## config.mk

```make
export PLATFORM = sky130hd
export DESIGN_NAME = collision_event_arbiter_flat
export DESIGN_NICKNAME = d
export VERILOG_FILES = /design/src/rtl/collision_event_arbiter_if.sv /design/src/rtl/collision_event_arbiter.sv /design/src/flat_wrapper.sv
export SDC_FILE = /design/constraint.sdc
export NUM_CORES = 1
export LEC_CHECK = 0
export CAP_MARGIN = 0
export CORE_MARGIN = 3
export CORE_UTILIZATION = 55
export CTS_CLUSTER_DIAMETER = 40
export DETAILED_ROUTE_END_ITERATION = 8
export GPL_TIMING_DRIVEN = 1
export PLACE_DENSITY = 0.85
export REMOVE_ABC_BUFFERS = 1
export SLEW_MARGIN = 20
export SYNTH_ARGS = -nofsm -noshare
export SYNTH_HDL_FRONTEND = slang
export SYNTH_SLANG_ARGS = --single-unit
```

## constraint.sdc

```tcl
create_clock -name clk -period 4.7 [get_ports clk]
set_input_delay 1.175 -clock clk [delete_from_list [all_inputs] [get_ports clk]]
set_output_delay 1.175 -clock clk [all_outputs]
set_load 0.05 [all_outputs]
```

## src/rtl/collision_event_arbiter_if.sv

```systemverilog
// Collision/event bus between the pixel collision detector, the arbiter and game logic.
// slave: arbiter side (takes collisions, drives events). master: the opposite side.
interface collision_event_arbiter_if #(
  parameter int SCORE_W = 16
);
  logic               startOfFrame;
  logic               col_player_hugeBall, col_rope_hugeBall;
  logic               col_player_bigBall1, col_rope_bigBall1;
  logic               col_player_bigBall2, col_rope_bigBall2;
  logic               hugeBallAlive, bigBall1Alive, bigBall2Alive;
  logic               split_hugeBall, pop_bigBall1, pop_bigBall2;
  logic               rope_retract, player_hit;
  logic [2:0]         lives;
  logic [SCORE_W-1:0] score;
  logic               invulnerable, game_over;

  modport slave (
    input  startOfFrame,
    input  col_player_hugeBall, col_rope_hugeBall,
    input  col_player_bigBall1, col_rope_bigBall1,
    input  col_player_bigBall2, col_rope_bigBall2,
    input  hugeBallAlive, bigBall1Alive, bigBall2Alive,
    output split_hugeBall, pop_bigBall1, pop_bigBall2,
    output rope_retract, player_hit, lives, score, invulnerable, game_over
  );

  modport master (
    output startOfFrame,
    output col_player_hugeBall, col_rope_hugeBall,
    output col_player_bigBall1, col_rope_bigBall1,
    output col_player_bigBall2, col_rope_bigBall2,
    output hugeBallAlive, bigBall1Alive, bigBall2Alive,
    input  split_hugeBall, pop_bigBall1, pop_bigBall2,
    input  rope_retract, player_hit, lives, score, invulnerable, game_over
  );
endinterface

```

## src/rtl/collision_event_arbiter.sv

```systemverilog
// Per-frame collision event arbiter: sticky collision capture during the raster,
// one evaluation per startOfFrame producing single-cycle game events, plus
// lives/score/invulnerability/game-over bookkeeping.
module collision_event_arbiter #(
  parameter int LIVES_INIT    = 3,
  parameter int INVULN_FRAMES = 60,
  parameter int SCORE_HUGE    = 10,
  parameter int SCORE_BIG     = 20,
  parameter int SCORE_W       = 16
) (
  input  logic                      clk,
  input  logic                      resetN,
  collision_event_arbiter_if.slave  bus
);

  typedef enum logic [1:0] {PLAY = 2'd0, INVULN = 2'd1, OVER = 2'd2} state_t;

  state_t             state, nextState;
  // Bit order everywhere: {huge, bigBall1, bigBall2}
  logic [2:0]         ropeCol, playerCol, aliveV;
  logic [2:0]         ropeFlags, playerFlags, ropeWin;
  logic               hitNow;
  logic [7:0]         invCnt;
  logic [2:0]         lives;
  logic [SCORE_W-1:0] score, scoreAdd;
  logic [SCORE_W:0]   scoreSum;
  logic               splitR, pop1R, pop2R, retractR, hitR;

  assign ropeCol   = {bus.col_rope_hugeBall, bus.col_rope_bigBall1, bus.col_rope_bigBall2};
  assign playerCol = {bus.col_player_hugeBall, bus.col_player_bigBall1, bus.col_player_bigBall2};
  assign aliveV    = {bus.hugeBallAlive, bus.bigBall1Alive, bus.bigBall2Alive};

  // Sticky capture; a collision in the startOfFrame cycle belongs to no frame
  always_ff @(posedge clk or negedge resetN) begin
    if (!resetN) begin
      ropeFlags   <= '0;
      playerFlags <= '0;
    end else if (bus.startOfFrame || state == OVER) begin
      ropeFlags   <= '0;
      playerFlags <= '0;
    end else begin
      ropeFlags   <= ropeFlags | (ropeCol & aliveV);
      playerFlags <= playerFlags | (playerCol & aliveV);
    end
  end

  // State register
  always_ff @(posedge clk or negedge resetN) begin
    if (!resetN) state <= PLAY;
    else         state <= nextState;
  end

  // Next state; player hits only count in PLAY, invulnerability ends on the invCnt==1 frame
  always_comb begin
    nextState = state;
    hitNow    = 1'b0;
    if (bus.startOfFrame) begin
      case (state)
        PLAY: if (|playerFlags) begin
          hitNow    = 1'b1;
          nextState = (lives == 3'd1) ? OVER : INVULN;
        end
        INVULN: if (invCnt == 8'd1) nextState = PLAY;
        default: nextState = state;
      endcase
    end
  end

  // Rope arbitration: one-hot winner, huge > bigBall1 > bigBall2, losers dropped
  always_comb begin
    ropeWin = '0;
    if (bus.startOfFrame && state != OVER) begin
      if (ropeFlags[2])      ropeWin = 3'b100;
      else if (ropeFlags[1]) ropeWin = 3'b010;
      else if (ropeFlags[0]) ropeWin = 3'b001;
    end
  end

  // Score increment with one extra bit to detect saturation
  always_comb begin
    scoreAdd = '0;
    if (ropeWin[2])          scoreAdd = SCORE_W'(SCORE_HUGE);
    else if (|ropeWin[1:0])  scoreAdd = SCORE_W'(SCORE_BIG);
    scoreSum = {1'b0, score} + {1'b0, scoreAdd};
  end

  // Registered event pulses and counters, all one cycle after startOfFrame
  always_ff @(posedge clk or negedge resetN) begin
    if (!resetN) begin
      splitR   <= 1'b0;
      pop1R    <= 1'b0;
      pop2R    <= 1'b0;
      retractR <= 1'b0;
      hitR     <= 1'b0;
      lives    <= 3'(LIVES_INIT);
      score    <= '0;
      invCnt   <= '0;
    end else begin
      splitR   <= ropeWin[2];
      pop1R    <= ropeWin[1];
      pop2R    <= ropeWin[0];
      retractR <= |ropeWin;
      hitR     <= hitNow;
      if (hitNow) lives <= lives - 3'd1;
      score    <= scoreSum[SCORE_W] ? '1 : scoreSum[SCORE_W-1:0];
      if (hitNow && nextState == INVULN)            invCnt <= 8'(INVULN_FRAMES);
      else if (bus.startOfFrame && state == INVULN) invCnt <= invCnt - 8'd1;
    end
  end

  // Output decode
  always_comb begin
    bus.split_hugeBall = splitR;
    bus.pop_bigBall1   = pop1R;
    bus.pop_bigBall2   = pop2R;
    bus.rope_retract   = retractR;
    bus.player_hit     = hitR;
    bus.lives          = lives;
    bus.score          = score;
    bus.invulnerable   = (state == INVULN);
    bus.game_over      = (state == OVER);
  end

endmodule

```

## src/flat_wrapper.sv

```systemverilog
// flat-port wrapper written by rule: the top's interface ports become plain ports
module collision_event_arbiter_flat 
#(
  parameter int LIVES_INIT    = 3,
  parameter int INVULN_FRAMES = 60,
  parameter int SCORE_HUGE    = 10,
  parameter int SCORE_BIG     = 20,
  parameter int SCORE_W       = 16
)
  (clk, resetN, bus_startOfFrame, bus_col_player_hugeBall, bus_col_rope_hugeBall, bus_col_player_bigBall1, bus_col_rope_bigBall1, bus_col_player_bigBall2, bus_col_rope_bigBall2, bus_hugeBallAlive, bus_bigBall1Alive, bus_bigBall2Alive, bus_split_hugeBall, bus_pop_bigBall1, bus_pop_bigBall2, bus_rope_retract, bus_player_hit, bus_lives, bus_score, bus_invulnerable, bus_game_over);
  collision_event_arbiter_if #(.SCORE_W(SCORE_W)) bus_i ();
  input  logic clk;
  input  logic resetN;
  input wire logic [$bits(bus_i.startOfFrame)-1:0] bus_startOfFrame;
  input wire logic [$bits(bus_i.col_player_hugeBall)-1:0] bus_col_player_hugeBall;
  input wire logic [$bits(bus_i.col_rope_hugeBall)-1:0] bus_col_rope_hugeBall;
  input wire logic [$bits(bus_i.col_player_bigBall1)-1:0] bus_col_player_bigBall1;
  input wire logic [$bits(bus_i.col_rope_bigBall1)-1:0] bus_col_rope_bigBall1;
  input wire logic [$bits(bus_i.col_player_bigBall2)-1:0] bus_col_player_bigBall2;
  input wire logic [$bits(bus_i.col_rope_bigBall2)-1:0] bus_col_rope_bigBall2;
  input wire logic [$bits(bus_i.hugeBallAlive)-1:0] bus_hugeBallAlive;
  input wire logic [$bits(bus_i.bigBall1Alive)-1:0] bus_bigBall1Alive;
  input wire logic [$bits(bus_i.bigBall2Alive)-1:0] bus_bigBall2Alive;
  output wire logic [$bits(bus_i.split_hugeBall)-1:0] bus_split_hugeBall;
  output wire logic [$bits(bus_i.pop_bigBall1)-1:0] bus_pop_bigBall1;
  output wire logic [$bits(bus_i.pop_bigBall2)-1:0] bus_pop_bigBall2;
  output wire logic [$bits(bus_i.rope_retract)-1:0] bus_rope_retract;
  output wire logic [$bits(bus_i.player_hit)-1:0] bus_player_hit;
  output wire logic [$bits(bus_i.lives)-1:0] bus_lives;
  output wire logic [$bits(bus_i.score)-1:0] bus_score;
  output wire logic [$bits(bus_i.invulnerable)-1:0] bus_invulnerable;
  output wire logic [$bits(bus_i.game_over)-1:0] bus_game_over;
  assign bus_i.startOfFrame = bus_startOfFrame;
  assign bus_i.col_player_hugeBall = bus_col_player_hugeBall;
  assign bus_i.col_rope_hugeBall = bus_col_rope_hugeBall;
  assign bus_i.col_player_bigBall1 = bus_col_player_bigBall1;
  assign bus_i.col_rope_bigBall1 = bus_col_rope_bigBall1;
  assign bus_i.col_player_bigBall2 = bus_col_player_bigBall2;
  assign bus_i.col_rope_bigBall2 = bus_col_rope_bigBall2;
  assign bus_i.hugeBallAlive = bus_hugeBallAlive;
  assign bus_i.bigBall1Alive = bus_bigBall1Alive;
  assign bus_i.bigBall2Alive = bus_bigBall2Alive;
  assign bus_split_hugeBall = bus_i.split_hugeBall;
  assign bus_pop_bigBall1 = bus_i.pop_bigBall1;
  assign bus_pop_bigBall2 = bus_i.pop_bigBall2;
  assign bus_rope_retract = bus_i.rope_retract;
  assign bus_player_hit = bus_i.player_hit;
  assign bus_lives = bus_i.lives;
  assign bus_score = bus_i.score;
  assign bus_invulnerable = bus_i.invulnerable;
  assign bus_game_over = bus_i.game_over;
  collision_event_arbiter #(.LIVES_INIT(LIVES_INIT), .INVULN_FRAMES(INVULN_FRAMES), .SCORE_HUGE(SCORE_HUGE), .SCORE_BIG(SCORE_BIG), .SCORE_W(SCORE_W)) u_core (.clk(clk), .resetN(resetN), .bus(bus_i));
endmodule
```

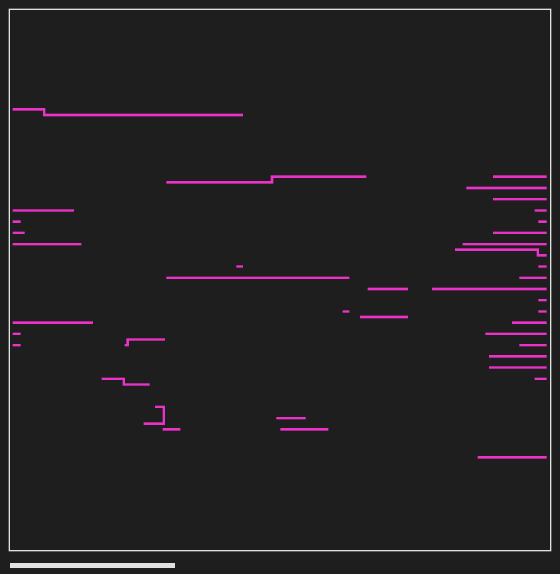
Figure 1: run 1, met3 routing.
Bar = 20 um.
The layer carries 247 um of wire. 37 nets have wire on it.
met3 track demand over resource in global routing: 6.84%
Final Routed Wirelength: 3.95 mm

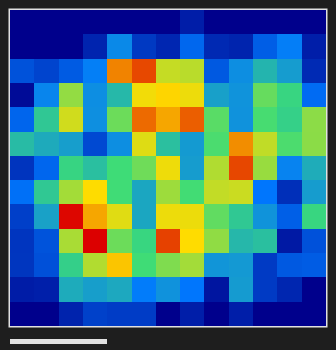
Figure 2: run 1, wiring heat map.
Bar = 20 um. The die is cut into 13 by 13 equal tiles; dark blue is low, red is high, scaled to the fullest tile. Values are wire area over tile area, all layers added.
The fullest tile reaches 0.42. 31% of the tiles are over half the peak. 14% of the tiles are nearly empty.
WL/cell: 14.6 um
aggregate global-route resource usage: 21.1%
routed via count: 1,502

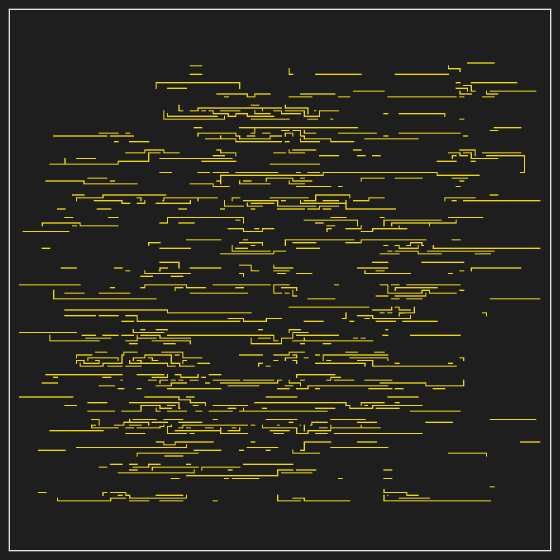
Figure 3: run 1, metal 1.
The layer holds 42% of the routed length. The layer carries 1,660 um of wire.
met1 Usage GRT: 25.4%

==> Implementation_results.wiki, run 1 <==
== Run summary ==
{| class="wikitable"
! Metric !! Value
|-
| Setup skew after layout || 0.0141 ns
|-
| Largest fanout of any net on the critical path || 8
|-
| Kind of capture point of the worst setup path || flip-flop
|-
| Share of synthesized cell area in and-or and or-and compound cells || 10.6%
|-
| Overall die width || 65.4 um
|-
| Largest logic family || simple AND/OR/NAND/NOR gates
|-
| Share of cells above drive strength 1 || 5.75%
|-
| Worst setup slack for register-to-register paths || 2.00 ns
|-
| Data arrival time of the critical path || 3.71 ns
|-
| Non-clock buffer count in the final layout || 37
|-
| Syn-to-layout area delta || 22.9%
|-
| Chip Footprint || 0.00428 mm^2
|-
| Most used logic cell in the final layout || sky130_fd_sc_hd__dfrtp_1
|-
| Placed insts || 263
|-
| Routed vias/inst || 5.56
|-
| Clock buf/inv share || 1.89%
|-
| Detailed-placement wirelength estimate || 2.98 mm
|-
| Depth of the worst register-to-register path || 9
|-
| Final-layout clock buffer total || 7
|-
| Flop share of the area || 42.1%
|-
| Fmax || 0.283 GHz
|-
| Total number of sequential cells || 40
|-
| Synth Instances || 186
|-
| Slowest cell on the critical path || sky130_fd_sc_hd__clkdlybuf4s50_1
|-
| Number of maximum-capacitance violations || 0
|-
| Worst hold-check slack || 0.493 ns
|-
| Startpoint of the most critical setup path || bus_startOfFrame
|-
| Buffers added on ports || 37
|-
| Number of standard cells reported by yosys || 186
|-
| Unique masters post-synth || 44
|-
| Worst IR drop on VDD || 0.352 mV
|-
| Quantity of hold-fixing buffers added after cts || 0
|-
| Core Rows || 20
|-
| Netlist Area Pre-Place || 0.00194 mm^2
|-
| Status || complete, no violations
|-
| Chain of cells forming the critical path || clkdlybuf4s50_1 -> and3_1 -> ha_1 -> inv_1 -> fa_1 -> nand2b_1 -> a21oi_1 -> and4_1 -> o21ai_0
|-
| Number of CTS-inserted buffers || 5
|-
| Core area || 0.00320 mm^2
|-
| Non-clock inverter instance count of the final layout || 14
|-
| Clock tree from TritonCTS || built
|-
| Post-synth top flop || sky130_fd_sc_hd__dfrtp_1
|-
| Startpoint type of the worst setup path || input port
|-
| Sequential Area || 0.00100 mm^2
|-
| Floorplan-stage core utilization || 60.6%
|-
| Synthesized area per cell || 10.4 um^2
|-
| Worst-Margin Slew || 0.836 ns
|-
| Net total in the final layout || 247
|-
| DR pass1 iterations || 4
|-
| EDFF count, synth || 0
|-
| TNS Setup || 0 ns
|-
| Clock net sink count || 40
|-
| Portion of the layout cell area used by non-clock buffers || 15.3%
|-
| Xor and xnor fraction of the mapped netlist area || 5.41%
|-
| CP Capture Point || u_core.bus.score[11]$_DFF_PN0_
|-
| Global-route wire length before repair || 6.92 mm
|-
| Root cell of the clock tree || sky130_fd_sc_hd__clkbuf_4
|-
| Tap cell count || 44
|-
| Combinational share of cell area || 36.2%
|-
| Maximum number of pins on one net before global-route repair || 41
|-
| Area of the multi-input gates || 865 um^2
|-
| Synth Seq Share || 51.7%
|-
| PD cells || 571 mW/mm^2
|-
| Number of warnings the tools reported || 27
|-
| Synthesized chip area reported by yosys || 0.00194 mm^2
|-
| Most frequent cells in the layout || 38 x sky130_fd_sc_hd__dfrtp_1, 36 x sky130_fd_sc_hd__clkdlybuf4s50_1, 14 x sky130_fd_sc_hd__nand2_1, 14 x sky130_fd_sc_hd__inv_1, 13 x sky130_fd_sc_hd__a21oi_1
|-
| Capturing point of the worst reg2reg path || u_core.bus.score[11]$_DFF_PN0_
|-
| Class of the most critical hold timing path || reg2reg
|}
-- run 1: flip-flops by register name, summed over array words and instances (netlist names) --
name                       count
u_core.bus.lives               3
u_core.bus.player_hit          1
u_core.bus.pop_bigBall1        1
u_core.bus.pop_bigBall2        1
u_core.bus.rope_retract        1
u_core.bus.score              16
u_core.bus.split_hugeBall      1
u_core.invCnt                  8
u_core.playerFlags             3
u_core.ropeFlags               3
u_core.state                   2
-- run 1: Yosys cell counts, drive strengths merged, types with 2 or more instances --
| cell | instances | share of area, % |
|---|---|---|
| ha | 8 | 5.2 |
| buf | 3 | 0.90 |
| dfrtp | 38 | 49 |
| nor3 | 3 | 0.77 |
| mux2i | 2 | 1.0 |
| xnor2 | 10 | 4.5 |
| or3 | 2 | 0.90 |
| o21ai | 7 | 1.8 |
| nand3 | 7 | 1.8 |
| inv | 14 | 2.7 |
| nand4b | 2 | 0.90 |
| nand4 | 5 | 1.6 |
| a211oi | 2 | 0.77 |
| nor2 | 12 | 2.3 |
| dfstp | 2 | 2.7 |
| xor2 | 2 | 0.90 |
| a21oi | 13 | 3.4 |
| and3 | 5 | 1.6 |
| nor4b | 3 | 1.7 |
| nor2b | 2 | 0.64 |
| a31oi | 2 | 0.64 |
| nand2b | 7 | 2.3 |
| o21bai | 2 | 0.77 |
| nand2 | 14 | 2.7 |
| and2 | 4 | 1.3 |
-- run 1: metal layers --
layer / track usage [%] / vias up / part of all wire, %
met5: 0 / - / 0
met3: 6.84 / 5 / 6.2
met4: 4.15 / 0 / 0.86
met2: 36.9 / 51 / 51
met1: 25.4 / 718 / 42
li1: - / 728 / -
-- run 1: worst max-delay path: cells and delay by family --
kind,cells,cell delay (ns)
simple gates,3,0.73
buf+inv,2,0.68
fa+ha+maj,2,0.60
compound gates,2,0.53
-- run 1: stage by stage --
step / area [um^2] / total power, uW / worst slack (ns) / util (%)
finish: 2390 / 1360 / 1.17 / 74.5
global route: 2390 / 1460 / 0.964 / 74.5
CTS: 2390 / 1370 / 1.21 / 74.5
detailed placement: 2340 / 1210 / 0.873 / 73.1
global placement: 2340 / 1190 / 1.08 / 73.1
floorplan: 1920 / 999 / 1.83 / -
-- run 1: worst min path at each step --
stage	startpoint	to	slack (ns)	depth (start not counted)
2_1_floorplan	u_core.playerFlags[1]$_DFF_PN0_	u_core.playerFlags[1]$_DFF_PN0_	0.45	2
3_3_place_gp	u_core.bus.score[0]$_DFFE_PN0P_	u_core.bus.score[0]$_DFFE_PN0P_	0.46	1
3_5_place_dp	u_core.bus.score[0]$_DFFE_PN0P_	u_core.bus.score[0]$_DFFE_PN0P_	0.47	1
4_1_cts	u_core.bus.score[0]$_DFFE_PN0P_	u_core.bus.score[0]$_DFFE_PN0P_	0.50	1
5_1_grt	u_core.bus.lives[2]$_DFFE_PN0P_	u_core.bus.lives[2]$_DFFE_PN0P_	0.52	1
6_report	u_core.bus.lives[2]$_DFFE_PN0P_	u_core.bus.lives[2]$_DFFE_PN0P_	0.49	1
-- run 1: where the power goes --
part / internal [uW] / switching [uW] / leakage (uW)
registers: 452 / 99.5 / 0.000486
logic: 242 / 413 / 0.000583
clock network: 56.5 / 99.0 / 0.0000254
total: 750 / 611 / 0.00109
--- run 2 (diff from run 1) ---
Settings changed: CORE_UTILIZATION 55 to 51, PLACE_DENSITY 0.85 to 0.8.
Clock period 4.7 ns to 3.41 ns, I/O delays scaled along.
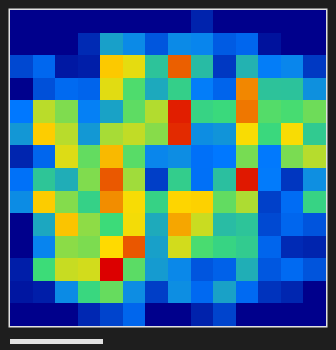
Figure 4: run 2, wiring heat map.
Bar = 20 um. The die is cut into 14 by 14 equal tiles; dark blue is low, red is high, scaled to the fullest tile. Values are wire area over tile area, all layers added.
WL/cell: 14.3 um
aggregate global-route resource usage: 20.2%
Final Routed Wirelength: 3.94 mm
routed via count: 1,490

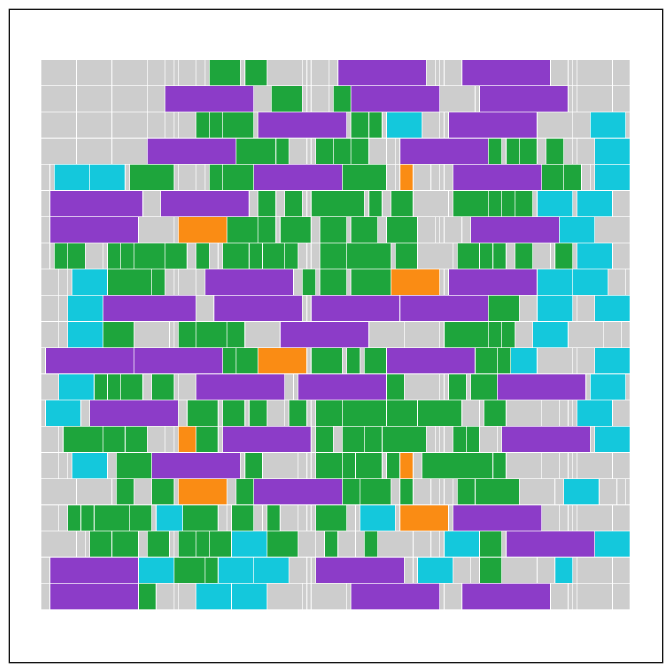
Figure 5: run 2, placement by cell class.
Fill, decap, tap and diode cells in gray.
Key: other buffers and delay cells = cyan [cells 39, share of their area 16%]; all other logic = green [cells 142, share of their area 38%]; clock drivers and dummy loads = orange [cells 8, share of their area 3.4%]; flip-flops = purple [cells 40, share of their area 42%]
flop share of the area: 41.1%
Core Rows: 21
final standard cell area without fillers: 0.00244 mm^2
core area: 0.00349 mm^2

==> Implementation_results.wiki, run 2 <==
== Run summary ==
{| class="wikitable"
! Metric !! Value
|-
| Synth Instances || 186 (unchanged)
|-
| Kind of capture point of the worst setup path || flip-flop
|-
| Worst IR drop on VDD || 0.460 mV (+31%)
|-
| Data arrival time of the critical path || 3.19 ns (-0.52 ns)
|-
| Most frequent cells in the layout || 38 x sky130_fd_sc_hd__dfrtp_1, 36 x sky130_fd_sc_hd__clkdlybuf4s50_1, 14 x sky130_fd_sc_hd__nand2_1, 14 x sky130_fd_sc_hd__inv_1, 13 x sky130_fd_sc_hd__a21oi_1
|-
| Routed vias/inst || 5.42 (-2.6%)
|-
| Post-synth top flop || sky130_fd_sc_hd__dfrtp_1
|-
| Portion of synthesized cell area occupied by the leading cell type || 49.0% (unchanged)
|-
| Detailed-placement wirelength estimate || 2.94 mm (-1.5%)
|-
| Biggest regs || u_core.bus.score: 16 flops, u_core.invCnt: 8 flops
|-
| Number of warnings the tools reported || 27 (unchanged)
|-
| Fmax || 0.331 GHz
|-
| Overall die width || 67.7 um (+3.5%)
|-
| Number of maximum-capacitance violations || 0 (unchanged)
|-
| TNS Setup || 0 ns (unchanged)
|-
| Synthesized chip area reported by yosys || 0.00194 mm^2 (unchanged)
|-
| Global-route wire length before repair || 6.99 mm (+1.0%)
|-
| Depth of the worst register-to-register path || 9 (unchanged)
|-
| Clock net sink count || 40 (unchanged)
|-
| Quantity of hold-fixing buffers added after cts || 0 (unchanged)
|-
| Most used logic cell in the final layout || sky130_fd_sc_hd__dfrtp_1
|-
| Worst setup slack for register-to-register paths || 0.81 ns (-1.19 ns)
|-
| Maximum number of pins on one net before global-route repair || 41 (unchanged)
|-
| Class of the most critical hold timing path || reg2reg
|-
| Worst-Margin Slew || 0.871 ns (+0.0345 ns)
|-
| Unique masters post-synth || 44 (unchanged)
|-
| Number of flip-flops under the largest register name || 16 (unchanged)
|-
| Net total in the final layout || 249 (+0.81%)
|-
| Synthesized area per cell || 10.4 um^2 (unchanged)
|-
| Setup skew after layout || 0.00552 ns (-0.00856 ns)
|-
| Chip Footprint || 0.00458 mm^2 (+7.1%)
|-
| EDFF count, synth || 0 (unchanged)
|-
| Leading cell types by count after synthesis || 38 x sky130_fd_sc_hd__dfrtp_1, 14 x sky130_fd_sc_hd__inv_1, 14 x sky130_fd_sc_hd__nand2_1, 13 x sky130_fd_sc_hd__a21oi_1, 12 x sky130_fd_sc_hd__nor2_1
|-
| Routability congestion estimate from global placement || 0.882
|-
| Syn-to-layout area delta || 25.6%
|-
| Top cells by area in the synthesized netlist || sky130_fd_sc_hd__dfrtp_1 49%, sky130_fd_sc_hd__ha_1 5.2%, sky130_fd_sc_hd__xnor2_1 4.5%, sky130_fd_sc_hd__a21oi_1 3.4%, sky130_fd_sc_hd__dfstp_2 2.7%
|-
| Status || complete, no violations
|-
| Most common cell in the netlist || sky130_fd_sc_hd__dfrtp_1
|-
| Final cell utilization of the core || 69.8% (-4.7 points)
|-
| Clock tree from TritonCTS || built
|-
| Startpoint type of the worst setup path || input port
|-
| Netlist Area Pre-Place || 0.00194 mm^2 (unchanged)
|-
| Root cell of the clock tree || sky130_fd_sc_hd__clkbuf_8
|-
| DR pass1 iterations || 4 (unchanged)
|-
| Floorplan-stage core utilization || 55.6% (-5.1 points)
|-
| PD cells || 805 mW/mm^2 (+41%)
|-
| Most flops, register || u_core.bus.score
|-
| Buffers added on ports || 37 (unchanged)
|-
| Number of standard cells reported by yosys || 186 (unchanged)
|-
| Synth Seq Share || 51.7% (unchanged)
|}
==> run 2: critical path, stage by stage <==
cell and delay (ns):
sky130_fd_sc_hd__clkdlybuf4s50_1 0.50, sky130_fd_sc_hd__and3_1 0.21, sky130_fd_sc_hd__ha_1 0.19, sky130_fd_sc_hd__inv_1 0.06, sky130_fd_sc_hd__fa_1 0.40, sky130_fd_sc_hd__nand2b_1 0.20, sky130_fd_sc_hd__a21oi_1 0.42, sky130_fd_sc_hd__nand4_1 0.19
sky130_fd_sc_hd__mux2i_1 0.17
==> run 2: path summary, 6_finish.rpt <==
| kind | from | end |
|---|---|---|
| min in group asynchronous | resetN | u_core.bus.score[2]$_DFF_PN0_ |
| hold / removal | u_core.bus.score[0]$_DFFE_PN0P_ | u_core.bus.score[0]$_DFFE_PN0P_ |
| setup reg to reg | u_core.state[0]$_DFF_PN0_ | u_core.bus.score[15]$_DFF_PN0_ |
| setup / recovery | bus_startOfFrame | u_core.bus.score[15]$_DFF_PN0_ |
| hold reg to reg | u_core.bus.score[0]$_DFFE_PN0P_ | u_core.bus.score[0]$_DFFE_PN0P_ |
| max in group asynchronous | resetN | u_core.invCnt[0]$_DFFE_PN0P_ |
==> run 2: area by class of cell <==
type	instances	area [um^2]
fill	268	1050
sequential	40	1000
multi-input combinational	128	865
timing repair buffer	39	380
clock buffer	7	76.3
tap	46	57.6
inverter	14	52.6
clock inverter	1	5.00
==> run 2: cell families after synthesis <==
| family | count (synthesis) | share of synthesized area, % |
|---|---|---|
| mux | 3 | 1.61 |
| flops | 40 | 51.7 |
| xor+xnor | 12 | 5.41 |
| buf+inv | 18 | 3.80 |
| fa+ha+maj | 9 | 6.19 |
| compound gates | 33 | 10.6 |
| simple gates | 71 | 20.7 |
==> run 2: metrics by stage <==
step	hold slack (ns)	worst slack, ns	total power (uW)	std cells	cell area (um^2)
2_1_floorplan	0.454	0.867	1380	182	1920
3_3_place_gp	0.455	0.230	1640	267	2360
3_5_place_dp	0.463	0.0919	1680	267	2360
4_1_cts	0.486	0.404	1980	275	2440
5_1_grt	0.516	0.199	2100	275	2440
6_report	0.477	0.392	1960	275	2440
==> run 2: per-layer routing <==
layer / part of all wire [%] / global-route usage [%] / wire length, um
met4: 1.2 / 6.84 / 46
met5: 0 / 0 / 0
met1: 44 / 23.6 / 1730
met3: 5.8 / 5.82 / 228
met2: 49 / 35.2 / 1940
==> run 2: report_power, final <==
part	switching [uW]	leakage [uW]	internal [uW]
sequential	137	0.000486	623
combinational	570	0.000592	336
clock	155	0.0000422	144
total	861	0.00112	1100
Power figures rest on the tool's default switching activity, not on a simulated workload.
